## config.mk

```make
export PLATFORM = sky130hd
export DESIGN_NAME = axis_pkt_arbiter
export DESIGN_NICKNAME = d
export VERILOG_FILES = /design/src/rtl/etherparse_axis_pkg.sv /design/src/rtl/axis_pkt_arbiter_rr_pick.sv /design/src/rtl/axis_pkt_arbiter.sv
export SDC_FILE = /design/constraint.sdc
export NUM_CORES = 1
export LEC_CHECK = 0
export CAP_MARGIN = 5
export CORE_AREA = 2 2 134 136
export CTS_CLUSTER_DIAMETER = 120
export CTS_CLUSTER_SIZE = 40
export DETAILED_ROUTE_END_ITERATION = 8
export DIE_AREA = 0 0 136 138
export DONT_BUFFER_PORTS = 1
export GPL_TIMING_DRIVEN = 0
export PLACE_DENSITY = 0.3
export RECOVER_POWER = 25
export SLEW_MARGIN = 20
export SYNTH_ARGS = -nofsm -noshare
export SYNTH_HDL_FRONTEND = slang
export SYNTH_SLANG_ARGS = --single-unit
```

## constraint.sdc

```tcl
create_clock -name clk -period 3.1 [get_ports clk]
set_clock_uncertainty 0.05 [all_clocks]
set_input_delay 0.775 -clock clk [delete_from_list [all_inputs] [get_ports clk]]
set_output_delay 0.775 -clock clk [all_outputs]
set_load 0.005 [all_outputs]
```

## src/rtl/etherparse_axis_pkg.sv

```systemverilog
// Shared AXI-Stream definitions: arbiter FSM states, counter width and the
// round-robin wrap helper.
package etherparse_axis_pkg;

  typedef enum logic {
    ARB_IDLE = 1'b0,
    ARB_BUSY = 1'b1
  } arb_state_e;

  localparam int ARB_CNT_W = 32;

  function automatic int unsigned rr_next(input int unsigned cur, input int unsigned n);
    return (cur + 1 >= n) ? 0 : cur + 1;
  endfunction

endpackage

```

## src/rtl/axis_pkt_arbiter_rr_pick.sv

```systemverilog
// Combinational round-robin picker: the first requester after 'last',
// wrapping modulo NUM_PORTS.
module rr_pick
  import etherparse_axis_pkg::*;
#(
  parameter int NUM_PORTS = 4,
  localparam int IDX_W = $clog2(NUM_PORTS)
) (
  input  logic [NUM_PORTS-1:0] req,
  input  logic [IDX_W-1:0]     last,
  output logic [NUM_PORTS-1:0] onehot,
  output logic [IDX_W-1:0]     idx
);

  int unsigned      cand;
  logic [IDX_W-1:0] cand_idx;
  logic             found;

  always_comb begin
    onehot   = '0;
    idx      = '0;
    found    = 1'b0;
    cand     = int'(last);
    cand_idx = last;
    for (int k = 0; k < NUM_PORTS; k++) begin
      cand     = rr_next(cand, NUM_PORTS);
      cand_idx = cand[IDX_W-1:0];
      if (!found && req[cand_idx]) begin
        found            = 1'b1;
        onehot[cand_idx] = 1'b1;
        idx              = cand_idx;
      end
    end
  end

endmodule

```

## src/rtl/axis_pkt_arbiter.sv

```systemverilog
// Packet-granular round-robin AXI-Stream arbiter (NUM_PORTS inputs, one output).
// Define AXIS_ARB_PKT_CNT_EN to add per-port 32-bit completed-packet counters.
module axis_pkt_arbiter
  import etherparse_axis_pkg::*;
#(
  parameter int DATA_WIDTH = 64,
  parameter int NUM_PORTS  = 4
) (
  input  logic                            clk,
  input  logic                            rst_n,
  input  logic [NUM_PORTS*DATA_WIDTH-1:0] s_axis_tdata,
  input  logic [NUM_PORTS-1:0]            s_axis_tvalid,
  input  logic [NUM_PORTS-1:0]            s_axis_tlast,
  output logic [NUM_PORTS-1:0]            s_axis_tready,
  output logic [DATA_WIDTH-1:0]           m_axis_tdata,
  output logic                            m_axis_tvalid,
  input  logic                            m_axis_tready,
  output logic                            m_axis_tlast,
  output logic [NUM_PORTS-1:0]            grant,
  output logic                            pkt_done
`ifdef AXIS_ARB_PKT_CNT_EN
  ,
  output logic [NUM_PORTS*ARB_CNT_W-1:0]  pkt_cnt
`endif
);

  localparam int IDX_W = $clog2(NUM_PORTS);

  arb_state_e           state_q, state_d;
  logic [NUM_PORTS-1:0] grant_q, grant_d, pick_onehot;
  logic [IDX_W-1:0]     gidx_q, gidx_d, last_q, last_d, pick_idx;

  rr_pick #(
    .NUM_PORTS(NUM_PORTS)
  ) u_rr_pick (
    .req   (s_axis_tvalid),
    .last  (last_q),
    .onehot(pick_onehot),
    .idx   (pick_idx)
  );

  always_ff @(posedge clk or negedge rst_n) begin
    if (!rst_n) begin
      state_q <= ARB_IDLE;
      grant_q <= '0;
      gidx_q  <= '0;
      last_q  <= IDX_W'(NUM_PORTS - 1);
    end else begin
      state_q <= state_d;
      grant_q <= grant_d;
      gidx_q  <= gidx_d;
      last_q  <= last_d;
    end
  end

  // Grant is held until the tlast handshake; the following cycle is always
  // an arbitration (IDLE) cycle, so a new winner never lands back-to-back.
  always_comb begin
    state_d       = state_q;
    grant_d       = grant_q;
    gidx_d        = gidx_q;
    last_d        = last_q;
    m_axis_tdata  = '0;
    m_axis_tvalid = 1'b0;
    m_axis_tlast  = 1'b0;
    s_axis_tready = '0;
    pkt_done      = 1'b0;
    case (state_q)
      ARB_IDLE: begin
        if (|s_axis_tvalid) begin
          state_d = ARB_BUSY;
          grant_d = pick_onehot;
          gidx_d  = pick_idx;
          last_d  = pick_idx;
        end
      end
      ARB_BUSY: begin
        m_axis_tdata  = s_axis_tdata[gidx_q*DATA_WIDTH +: DATA_WIDTH];
        m_axis_tvalid = s_axis_tvalid[gidx_q];
        m_axis_tlast  = s_axis_tlast[gidx_q];
        s_axis_tready = grant_q & {NUM_PORTS{m_axis_tready}};
        if (m_axis_tvalid && m_axis_tready && m_axis_tlast) begin
          pkt_done = 1'b1;
          state_d  = ARB_IDLE;
          grant_d  = '0;
        end
      end
      default: begin
        state_d = ARB_IDLE;
        grant_d = '0;
      end
    endcase
  end

  assign grant = grant_q;

`ifdef AXIS_ARB_PKT_CNT_EN
  logic [ARB_CNT_W-1:0] cnt_q [NUM_PORTS];

  always_ff @(posedge clk or negedge rst_n) begin
    if (!rst_n) begin
      for (int i = 0; i < NUM_PORTS; i++) cnt_q[i] <= '0;
    end else if (pkt_done) begin
      cnt_q[gidx_q] <= cnt_q[gidx_q] + ARB_CNT_W'(1);
    end
  end

  for (genvar gi = 0; gi < NUM_PORTS; gi++) begin : g_cnt
    assign pkt_cnt[gi*ARB_CNT_W +: ARB_CNT_W] = cnt_q[gi];
  end
`endif

endmodule

```

Supply network:
(3 px per µm) Pins as bars on the die edge.
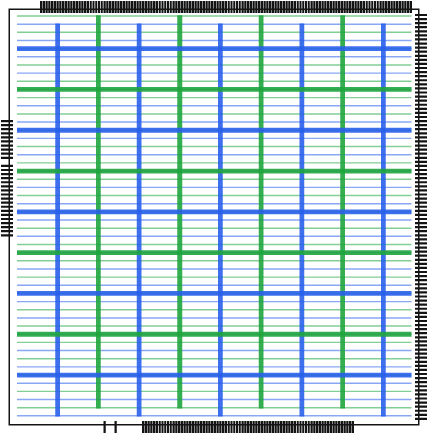
blue -> VSS
green -> VDD
met1 rails = 50
signal pins = 342
met5 straps = 9
rows = 49

Signal metal coverage by tile:
(3 px per µm) 27 x 28 tiles, from dark purple (low) to yellow (high), scaled to the fullest tile. Values are wire area over tile area, all layers added.
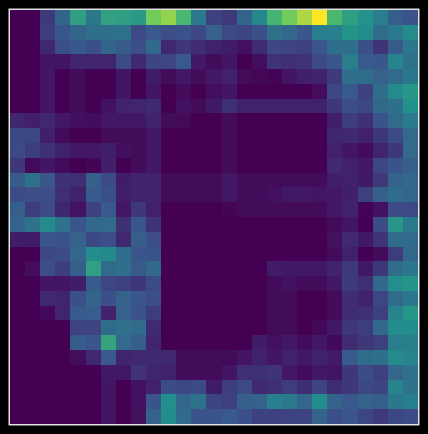
tiles over half the peak = 2.8%
mean over tiles = 0.12
fullest tile = 0.84
densest ninth of the die = north-east
GR Util All Layers: 0.135
DRT Wirelength: 13900 µm
routed length per instance: 28.5 µm
Via Count: 2588

==> power groups by stage <==
| stage | Clock (mW) | Combinational (mW) | Sequential, mW |
|---|---|---|---|
| 6_report | 0.230 | 2.94 | 0.258 |
| 4_1_cts | 0.233 | 2.98 | 0.261 |
| 5_1_grt | 0.240 | 3.21 | 0.267 |
| 2_1_floorplan | 0 | 2.38 | 0.217 |
| 3_3_place_gp | 0 | 2.98 | 0.242 |
| 3_5_place_dp | 0 | 2.95 | 0.243 |
==> kinds of logic after synthesis <==
kind of cell / Yosys count
AND-OR/OR-AND: 33
adder cells (fa/ha/maj): 8
buffers and inverters: 37
flip-flops: 9
multiplexers: 76
AND/OR/NAND/NOR: 93
==> path summary, 6_finish.rpt <==
check	start	endpoint	slack (ns)	depth (start not counted)
max reg2reg	last_q[0]$_DFFE_PN1P_	grant[2]$_DFFE_PN0P_	0.21	8
max in group asynchronous	rst_n	last_q[0]$_DFFE_PN1P_	2.64	0
min reg2reg	grant[1]$_DFFE_PN0P_	grant[1]$_DFFE_PN0P_	0.54	1
min	rst_n	grant[1]$_DFFE_PN0P_	0.18	0
min in group clk	grant[1]$_DFFE_PN0P_	grant[1]$_DFFE_PN0P_	0.54	1
max	gidx_q[1]$_DFFE_PN0P_	m_axis_tdata[31]	0.14	4
==> layout make-up <==
| cell class | count | area share |
|---|---|---|
| antenna | 1 | 0.000755 |
| buffer | 27 | 0.0438 |
| clock buffer | 4 | 0.0238 |
| inverter | 9 | 0.0102 |
| multi-input combinational | 210 | 0.766 |
| sequential | 9 | 0.0687 |
| tap | 229 | 0.0864 |
==> Yosys cell counts (all sizes together) (2+ instances only) <==
library cell	number
a21oi	8
a221o	4
a221oi	4
and2	66
and3	5
buf	15
clkbuf	13
dfrtp	7
dfstp	2
ha	8
inv	9
mux2	2
mux2i	7
mux4	67
nand2	3
nand3	5
nand4	2
nor2	6
o21ai	3
o21ba	2
==> per-layer routing <==
layer	vias to the layer above	share of wire	track usage
li1	1041	-	-
met1	1343	0.40	0.173
met2	190	0.51	0.239
met3	10	0.088	0.0286
met4	4	0.0088	0.0154
met5	-	0.0022	0
==> through the flow <==
stage                     setup slack [ns]  cells
after floorplan                      0.528    256
after global placement              -0.196    485
after detailed placement            -0.215    485
after CTS                           0.0449    488
after global routing                0.0304    488
final                                0.143    489
==> worst reg2reg max path, cell delays in order (launching register included) <==
cell and delay (ns):
dfstp_2 0.62, inv_1 0.16, ha_1 0.33, o21ba_4 0.30, nor2_4 0.06, mux4_2 0.53, a311oi_2 0.32, o2111a_2 0.30
a221o_1 0.16
==> state kept, by name, indices dropped and copies added (netlist names) <==
register	count
gidx_q	2
last_q	2
grant	4
state_q	1
==> results_slide.txt <==
Flow Results at a Glance

Clocking
  • Post-CTS Setup Repair Bufs: 0
  • Max clock buf depth: 2
  • TritonCTS clock tree: built
  • CTS sink cnt: 9
  • Cts repair resizes: 13
  • Root buf cell: clkbuf_16
  • CTS buffer count: 3
  • Reg clk slew, reported paths: roughly 0.040 ns
  • CTS H-tree depth: 1
  • CTS Hold Bufs: 0
  • Clk Latency, worst-skew pair: about 0.23 ns

STA
  • Fin crit share: 0.954
  • Worst-case hold slack: ~0.18 ns
  • Final Max Tran Viols: 0
  • Max frequency: around 0.34 GHz
  • Setup_tns: 0 ns
  • Shortest period the worst path allows: 2.96 ns
  • Setup violators final: 0
  • Max transition margin: 0.618
  • RSZ-0062 raised after global routing: false
  • Final hold vios: 0
  • Worst-Margin Slew: 0.573 ns

Global route
  • Initial antenna violation count: 4
  • Gr ovfl total: 0
  • First-pass GRT wire length: between 15000 and 20000 µm
  • Vias in the first global route: ~2600
  • Largest net degree at the start of global routing: 11

Worst setup path
  • Crit-path max FO: 10
  • Worst setup SP type: flop
  • Crit path max-delay family: buffers and inverters
  • Crit path max-delay cell type: clkdlybuf4s15_2
  • Cell chain of the critical path: clkdlybuf4s15_2, buf_2, mux4_2, and2_1
  • Setup Crit Path Kind: flop to output pin
  • CP peak stage delay: around 0.5 ns
  • Worst path arrival time: ~2.1 ns
  • Buf/Inv on CP: 2
  • Worst EP required: about 2.3 ns
  • Worst setup EP type: output pin

Die
  • Die width: about 140 µm
  • Fp util: 0.166
  • I/O Pins: about 340
  • Die H: between 100 and 150 µm
  • Die Footprint: roughly 19000 µm²
  • Standard-cell rows: ~50
  • Core box area: 17500 µm²

Pwr
  • Sequential power share: 0.075
  • Pwr/cell area: 1030 nW/µm²
  • Tot Pwr: around 3.4 mW
  • Pint: 1.80 mW
  • Clk pwr share: 0.067
  • Switching power: roughly 1.6 mW
  • Static leakage: approximately 1.1 nW
  • VDD IR max: between 0.0002 and 0.0003 V
  • Sw Share: 0.474
  • Combinational power share: 0.858

Synthesis
  • Seq/Total Area, Yosys: 0.0780
  • Flip-flops with a built-in enable: 0
  • Post-Syn Instances: ~260
  • Asr flop ratio synth: 1.00
  • Mapped Nets: 531
  • Main flop type: dfrtp_1
  • XOR/XNOR Fraction of Synth Area: 0
  • Area share, top type: 0.517
  • Post-synth area hogs: mux4_2 52%, and2_1 14%, dfrtp_1 6.0%
  • FA/HA/MAJ Cells, Area Fraction: 0.0343
  • Yosys stat area: 2920 µm²
  • Simple share: 0.194
  • AO/OA Area Share: 0.0922
  • Ys flops: 9
  • Netlist cell types: between 40 and 50
  • MUX share of area: 0.550
  • Main logic family: multiplexers
  • Yosys top cell by area: mux4_2
  • Synth Warn #: 0
  • Avg Cell Area, Syn: approximately 11 µm²
  • Synthesized area: 2920 µm²
  • Cells in synth_stat.txt: 256

Min path
  • Hold Crit Class: primary input to asynchronous set/reset pin

Cells and area
  • Area growth syn-to-layout: 13.6%
  • Fin util: 0.189
  • Top cells excl fill/tap: 67 x mux4_2, 60 x and2_1, 12 x clkbuf_1, 9 x inv_1
  • Fillers: just under 2000
  • Most frequent logic cell in the layout: mux4_2
  • Layout Cell Area excl Fill: between 3000 and 4000 µm²
  • Layout Nets: ~540
  • Share of layout cells above drive strength 1: 0.363
  • Register Area: 228 µm²
  • Gate Area: roughly 2500 µm²

Detailed routing
  • Pre-Repair DR Iteration Count: 4
  • DRT iter0 DRCs: roughly 94
  • Post-route antenna net violation count: 0
  • Drc violations: 0
  • Via/cell ratio: 5.29

Flow run
  • Stage-log warning count: 33
  • Max-cap violations: 0

Run status
  • Status: complete, no violations

Place
  • Hpwl dp: 12000 µm
  • Placed instance area: roughly 3200 µm²
  • GP Congestion: between 0.8 and 0.9
  • Port Buf Inserts: 0
Power and IR drop assume default switching activity.
